[config.mk]
export PLATFORM = sky130hd
export DESIGN_NAME = axil_stream_bridge
export DESIGN_NICKNAME = d
export VERILOG_FILES = /design/src/rtl/axil_stream_bridge.sv
export SDC_FILE = /design/constraint.sdc
export NUM_CORES = 1
export LEC_CHECK = 0
export CAP_MARGIN = 20
export CORE_ASPECT_RATIO = 2
export CORE_MARGIN = 4
export CORE_UTILIZATION = 55
export DETAILED_ROUTE_END_ITERATION = 8
export MAX_ROUTING_LAYER = met4
export PLACE_DENSITY = 0.8
export SYNTH_ARGS = -nofsm -noshare
export SYNTH_HDL_FRONTEND = slang
export SYNTH_SLANG_ARGS = --single-unit
[constraint.sdc]
create_clock -name aclk -period 2.6 [get_ports aclk]
set_input_delay 0.52 -clock aclk [delete_from_list [all_inputs] [get_ports aclk]]
set_output_delay 0.52 -clock aclk [all_outputs]
set_load 0.01 [all_outputs]
[src/rtl/axil_stream_bridge.sv]
// AXI4-Lite slave bridging register accesses to AXI-Stream TX/RX FIFOs.
// DATA writes push TX, DATA reads pop RX; STATUS and CTRL give counts, sticky errors and flushes.
module axil_stream_bridge #(
  parameter int STREAM_W = 32,
  parameter int TX_DEPTH = 4,
  parameter int RX_DEPTH = 4
) (
  input  logic                aclk,
  input  logic                aresetn,
  input  logic [3:0]          s_axi_awaddr,
  input  logic                s_axi_awvalid,
  output logic                s_axi_awready,
  input  logic [31:0]         s_axi_wdata,
  input  logic [3:0]          s_axi_wstrb,
  input  logic                s_axi_wvalid,
  output logic                s_axi_wready,
  output logic [1:0]          s_axi_bresp,
  output logic                s_axi_bvalid,
  input  logic                s_axi_bready,
  input  logic [3:0]          s_axi_araddr,
  input  logic                s_axi_arvalid,
  output logic                s_axi_arready,
  output logic [31:0]         s_axi_rdata,
  output logic [1:0]          s_axi_rresp,
  output logic                s_axi_rvalid,
  input  logic                s_axi_rready,
  output logic [STREAM_W-1:0] m_axis_tdata,
  output logic                m_axis_tvalid,
  input  logic                m_axis_tready,
  input  logic [STREAM_W-1:0] s_axis_tdata,
  input  logic                s_axis_tvalid,
  output logic                s_axis_tready
);

  localparam int TX_AW = $clog2(TX_DEPTH);
  localparam int RX_AW = $clog2(RX_DEPTH);
  localparam int TX_CW = TX_AW + 1;
  localparam int RX_CW = RX_AW + 1;
  localparam logic [1:0] OKAY   = 2'b00;
  localparam logic [1:0] SLVERR = 2'b10;

  typedef enum logic {W_IDLE, W_RESP} w_state_t;
  typedef enum logic {R_IDLE, R_RESP} r_state_t;

  w_state_t w_state;
  r_state_t r_state;

  logic [STREAM_W-1:0] tx_mem [TX_DEPTH];
  logic [STREAM_W-1:0] rx_mem [RX_DEPTH];
  logic [TX_AW-1:0]    tx_wr_ptr, tx_rd_ptr;
  logic [RX_AW-1:0]    rx_wr_ptr, rx_rd_ptr;
  logic [TX_CW-1:0]    tx_count;
  logic [RX_CW-1:0]    rx_count;
  logic                tx_drop, rx_underflow;

  logic [1:0] wr_sel, rd_sel;
  logic wr_fire, rd_fire, tx_full, rx_empty;
  logic tx_push, tx_pop, rx_push, rx_pop;
  logic tx_drop_set, rx_uf_set, ctrl_wr, tx_flush, rx_flush, sticky_clr;
  logic wr_err, rd_err;
  logic [31:0] rd_data, status;
  logic unused_bits;

  assign wr_sel   = s_axi_awaddr[3:2];
  assign rd_sel   = s_axi_araddr[3:2];
  assign tx_full  = (tx_count == TX_CW'(TX_DEPTH));
  assign rx_empty = (rx_count == '0);

  // Readies are qualified by aresetn so nothing is accepted while reset is held.
  assign wr_fire       = aresetn && (w_state == W_IDLE) && s_axi_awvalid && s_axi_wvalid;
  assign rd_fire       = aresetn && (r_state == R_IDLE) && s_axi_arvalid;
  assign s_axi_awready = wr_fire;
  assign s_axi_wready  = wr_fire;
  assign s_axi_arready = aresetn && (r_state == R_IDLE);
  assign s_axis_tready = aresetn && (rx_count != RX_CW'(RX_DEPTH));
  assign m_axis_tvalid = (tx_count != '0);
  assign m_axis_tdata  = m_axis_tvalid ? tx_mem[tx_rd_ptr] : '0;

  assign tx_push     = wr_fire && (wr_sel == 2'd0) && !tx_full;
  assign tx_drop_set = wr_fire && (wr_sel == 2'd0) && tx_full;
  assign tx_pop      = m_axis_tvalid && m_axis_tready;
  assign rx_push     = s_axis_tvalid && s_axis_tready;
  assign rx_pop      = rd_fire && (rd_sel == 2'd0) && !rx_empty;
  assign rx_uf_set   = rd_fire && (rd_sel == 2'd0) && rx_empty;
  assign ctrl_wr     = wr_fire && (wr_sel == 2'd2) && s_axi_wstrb[0];
  assign tx_flush    = ctrl_wr && s_axi_wdata[0];
  assign rx_flush    = ctrl_wr && s_axi_wdata[1];
  assign sticky_clr  = ctrl_wr && s_axi_wdata[2];
  assign wr_err      = tx_drop_set || (wr_sel == 2'd3);

  assign status = {14'd0, rx_underflow, tx_drop, 8'(tx_count), 8'(rx_count)};
  assign unused_bits = ^{s_axi_awaddr[1:0], s_axi_araddr[1:0], s_axi_wstrb[3:1], s_axi_wdata};

  always_comb begin
    rd_data = '0;
    rd_err  = 1'b0;
    case (rd_sel)
      2'd0: begin
        rd_err = rx_empty;
        if (!rx_empty) rd_data = 32'(rx_mem[rx_rd_ptr]);
      end
      2'd1: rd_data = status;
      2'd2: rd_data = '0;
      default: rd_err = 1'b1;
    endcase
  end

  always_ff @(posedge aclk) begin
    if (!aresetn) begin
      w_state     <= W_IDLE;
      s_axi_bvalid <= 1'b0;
      s_axi_bresp  <= OKAY;
    end else begin
      case (w_state)
        W_IDLE: if (wr_fire) begin
          w_state      <= W_RESP;
          s_axi_bvalid <= 1'b1;
          s_axi_bresp  <= wr_err ? SLVERR : OKAY;
        end
        W_RESP: if (s_axi_bready) begin
          w_state      <= W_IDLE;
          s_axi_bvalid <= 1'b0;
        end
        default: w_state <= W_IDLE;
      endcase
    end
  end

  always_ff @(posedge aclk) begin
    if (!aresetn) begin
      r_state      <= R_IDLE;
      s_axi_rvalid <= 1'b0;
      s_axi_rresp  <= OKAY;
      s_axi_rdata  <= '0;
    end else begin
      case (r_state)
        R_IDLE: if (rd_fire) begin
          r_state      <= R_RESP;
          s_axi_rvalid <= 1'b1;
          s_axi_rresp  <= rd_err ? SLVERR : OKAY;
          s_axi_rdata  <= rd_data;
        end
        R_RESP: if (s_axi_rready) begin
          r_state      <= R_IDLE;
          s_axi_rvalid <= 1'b0;
        end
        default: r_state <= R_IDLE;
      endcase
    end
  end

  always_ff @(posedge aclk) begin
    if (tx_push) tx_mem[tx_wr_ptr] <= s_axi_wdata[STREAM_W-1:0];
    if (rx_push) rx_mem[rx_wr_ptr] <= s_axis_tdata;
  end

  // Flush outranks any push/pop landing in the same cycle.
  always_ff @(posedge aclk) begin
    if (!aresetn || tx_flush) begin
      tx_wr_ptr <= '0;
      tx_rd_ptr <= '0;
      tx_count  <= '0;
    end else begin
      if (tx_push) tx_wr_ptr <= tx_wr_ptr + TX_AW'(1);
      if (tx_pop)  tx_rd_ptr <= tx_rd_ptr + TX_AW'(1);
      if (tx_push && !tx_pop)      tx_count <= tx_count + TX_CW'(1);
      else if (!tx_push && tx_pop) tx_count <= tx_count - TX_CW'(1);
    end
  end

  always_ff @(posedge aclk) begin
    if (!aresetn || rx_flush) begin
      rx_wr_ptr <= '0;
      rx_rd_ptr <= '0;
      rx_count  <= '0;
    end else begin
      if (rx_push) rx_wr_ptr <= rx_wr_ptr + RX_AW'(1);
      if (rx_pop)  rx_rd_ptr <= rx_rd_ptr + RX_AW'(1);
      if (rx_push && !rx_pop)      rx_count <= rx_count + RX_CW'(1);
      else if (!rx_push && rx_pop) rx_count <= rx_count - RX_CW'(1);
    end
  end

  always_ff @(posedge aclk) begin
    if (!aresetn) begin
      tx_drop      <= 1'b0;
      rx_underflow <= 1'b0;
    end else begin
      if (tx_drop_set)     tx_drop <= 1'b1;
      else if (sticky_clr) tx_drop <= 1'b0;
      if (rx_uf_set)       rx_underflow <= 1'b1;
      else if (sticky_clr) rx_underflow <= 1'b0;
    end
  end

endmodule

Fig. 1: run 1, the metal 2 layer
(3 px per µm)
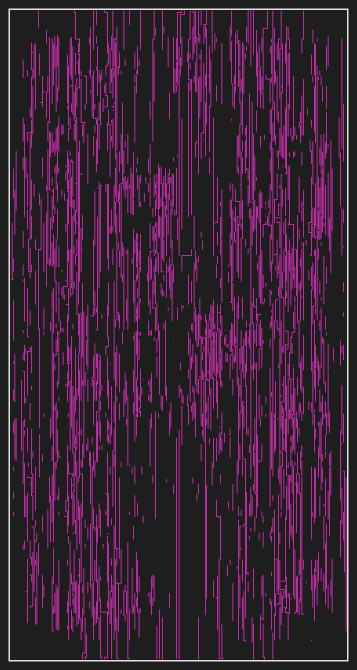
- nets with wire on the layer: 848
- wire length on this layer: 14300 µm
- longest straight run: 89.9 µm
- main direction: vertical
- share of all routed wire: 57%
DR vias: 6361
met2 Resource Use GR: 0.403
Routed WL: 25200 µm

Fig. 2: run 1, signal wires on met1
(3 px per µm) Supply wires on this layer in gray.
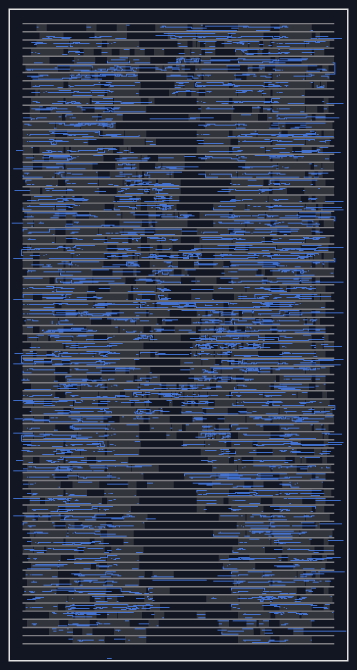
- longest straight run: 35.0 µm
- nets with wire on the layer: 838
- share of all routed wire: 35%
GR Util met1: 0.236

Fig. 3: run 1, track usage over the die
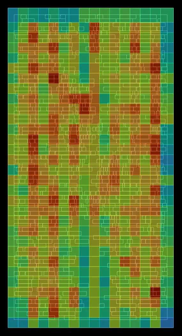
GRT Util Overall: 0.218
WL per Instance: 22.6 µm

==> metrics.yaml, run 1 <==
cp_top_family: "buffers and inverters"
yosysChipArea_um2: 12000
cp.required_ns: 2.08
cp.depth: 6
synthCells: 623
holdPathStages: 1
root_buffer: "clkbuf_16"
portBuffers: 150
worst_slew_pin_slew_ns: 0.582
skew_ns: 0.0140
final.setup.worst_slack_ns: 0.0130
area_delta_synth_final_pct: 26.5
post-place-ws_ns: -0.320
clk_path_buf_depth: 3
ant_nets: 0
drt_first_iter_violations: 285
mux_share: 0.129
clk_latency_ns: 0.53
ys_types: 41
top_cells_by_count: "edfxtp_1, mux4_2, dfxtp_1"
dpl.cell_count: 1051
holdCritStartpoint: "s_axi_rdata[24]"
grt_pass1_vias: 7133
synthDominantCellAreaShare: 0.642
layout_top_cells: "edfxtp_1, clkdlybuf4s50_1, mux4_2"
vias_per_cell: 5.70
ioPinCount: 160
layout_top_cell: "edfxtp_1"
placed_area_um2: 14100
top_area_cell: "edfxtp_1"
ys_sh_xor: 0.00366
grt.met3_usage: 0.0380
hold_viol_final: 0
core_region_area_um2: 21500
highest_layer: "met4"
cpPeakStageDelay_ns: 0.47
hpwl_um: 16300
outcome: "complete, no violations"
fmax_mhz: 387
clkTransAtPathRegs_ns: 0.07
total_power_w: 0.0126
place_congestion: 0.762
edf_count: 256
rsz0062_at_grt: "yes"
numCtsBuffers: 27
path_buffers: 4
wl_met1_um: 8830
fin_util: 0.705
==> run 1: where the power goes <==
group,internal (W),switching (W)
Sequential,0.00557,0.000113
Clock,0.00254,0.00172
Combinational,0.00141,0.00122
Total,0.00952,0.00304
==> run 1: area by class of cell <==
type                            instances  area, µm²
Multi-Input combinational cell        255       2900
Fill cell                            1362       6340
Tap cell                              273        342
Clock inverter                         16        236
Sequential cell                       314       8860
Clock buffer                           33        708
Inverter                               23       86.3
Timing Repair Buffer                  201       2020
==> run 1: what timing repair did <==
item | in CTS | in global routing
gates cloned | 3 | 0
buffers inserted | 9 | 5
resized | 107 | 24
setup endpoints to repair | 36 | 20
## Run 2: what changed since run 1
--- a/config.mk
+++ b/config.mk
@@ -11,7 +11,7 @@
 export CORE_UTILIZATION = 55
 export DETAILED_ROUTE_END_ITERATION = 8
 export MAX_ROUTING_LAYER = met4
-export PLACE_DENSITY = 0.8
+export PLACE_DENSITY_LB_ADDON = 0.2
 export SYNTH_ARGS = -nofsm -noshare
 export SYNTH_HDL_FRONTEND = slang
 export SYNTH_SLANG_ARGS = --single-unit
Fig. 4: run 2, the metal 2 layer
(3 px per µm)
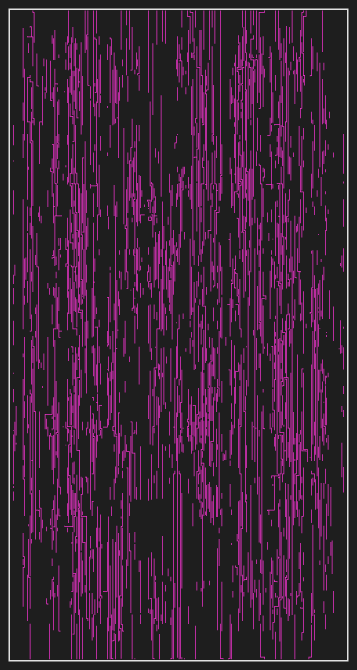
met2 Resource Use GR: 0.402
Routed WL: 24700 µm

Fig. 5: run 2, signal wires on met3
(3 px per µm)
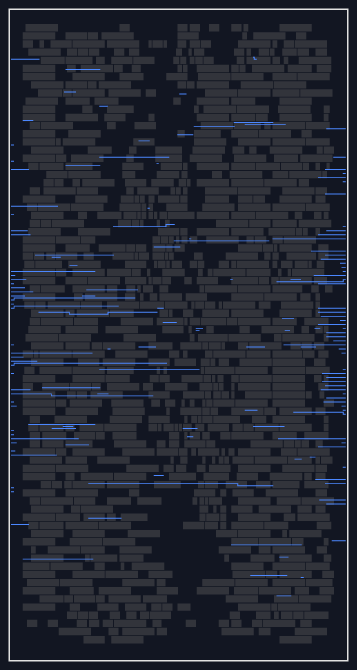
- longest straight run: 50.8 µm
- wire length on this layer: 1290 µm
- nets with wire on the layer: 119
- share of all routed wire: 5.2%
met3 Usage GRT: 0.0377

==> run 2 against run 1 <==
  * Cell count rose by 0.90%
  * Total power barely moved
  * Via count did not move
  * Synthesized cell count did not move
  * Critical path type unchanged
  * Largest power group unchanged
  * Highest routed layer unchanged
==> metrics.yaml, run 2 <==
portBuffers: 150  # unchanged
core_region_area_um2: 21500  # unchanged
area_delta_synth_final_pct: 27.4
cp.required_ns: 2.08  # about the same
clk_latency_ns: 0.54  # about the same
ys_cells: 623
synthCells: 623  # unchanged
nFillCells: 1386  # +1.8%
route.vias.total: 6361  # unchanged
placed_area_um2: 14100  # -0.27%
clkTransAtPathRegs_ns: 0.07  # about the same
clockNetworkAreaShare: 0.0562  # -0.00614
ant_nets: 0  # unchanged
numCtsBuffers: 26  # -3.7%
swShare: 0.252  # +0.00955
ioPinCount: 160  # unchanged
layout_top_cell: "edfxtp_1"
internal-power_w: 0.00940  # -1.2%
comb_area_um2: 2950  # +1.9%
largest_cell_class: "sequential cells"
outcome: "complete, no violations"
top_cells_by_count: "edfxtp_1, mux4_2, dfxtp_1"
cpPeakStageDelay_ns: 0.52  # +0.05 ns
post-place-ws_ns: -0.303  # +0.0169 ns
comb_share: 0.194  # +0.00213
hpwl_um: 15300  # -5.8%
layout_top_cells: "edfxtp_1, clkdlybuf4s50_1, mux4_2"
skew_ns: 0.0126  # -0.00140 ns
switching_power_w: 0.00317  # +4.0%
comb_power_w: 0.00299  # +14%
path_buffers: 3  # -1
maxPowerGroup: "registers"
root_buffer: "clkbuf_16"
drt_first_iter_violations: 332  # +16%
p_seq_frac: 0.453  # about the same
buf_share: 0.142  # +0.00848
cp_top_family: "multiplexers"
synthDominantCellAreaShare: 0.642  # unchanged
seq_cell_power_w: 0.00570  # about the same
logic_gates: 255  # unchanged
grtUsageTotal: 0.216  # -0.00177
sh_seq_area: 0.580  # -0.00442
power_clock_w: 0.00389  # -8.7%
pwr-share-clk: 0.309  # -0.030
holdPathStages: 1  # unchanged
final.setup.worst_slack_ns: 0.00405  # -0.00891 ns
yosysChipArea_um2: 12000  # unchanged
place_congestion: 0.765  # +0.41%
vias_per_cell: 5.65  # -0.89%
worstRegToRegCells: 8
nClkBuffers: 33  # unchanged
grt_pass1_vias: 7041  # -1.3%
worst_slew_pin_slew_ns: 0.542  # -0.0399 ns
fin_util: 0.710  # +0.00547
pwr-share-comb: 0.238  # +0.029
well_tap_count: 273  # unchanged
edf_count: 256  # unchanged
## run 2: cell counts after synthesis
No cell type changed its count.
## run 2: kinds of logic (layout without fill, tap and decap cells)
logic type      Yosys count  in the layout  share of synthesized area
fa+ha+maj                14             14                     0.0159
buf+inv                  55            282                     0.0214
compound gates           67             67                     0.0436
xor+xnor                  5              5                    0.00366
other cells               1              3                   0.000313
mux                      74             74                      0.129
flops                   314            314                      0.739
simple gates             93             93                     0.0477
## run 2: what timing repair did
item	CTS	global route
endpoints found under the setup margin	34	26
cloned	3	0
pin swaps	0	1
gates resized	147	32
setup buffers	21	2
## run 2: metal layers
metal	share of wire	vias up	track usage
met2	0.57	176	0.402
li1	-	2887	-
met3	0.052	50	0.0377
met5	0	-	-
met4	0.025	0	0.0646
met1	0.35	3248	0.232
Power is estimated from default activity; no workload was simulated.
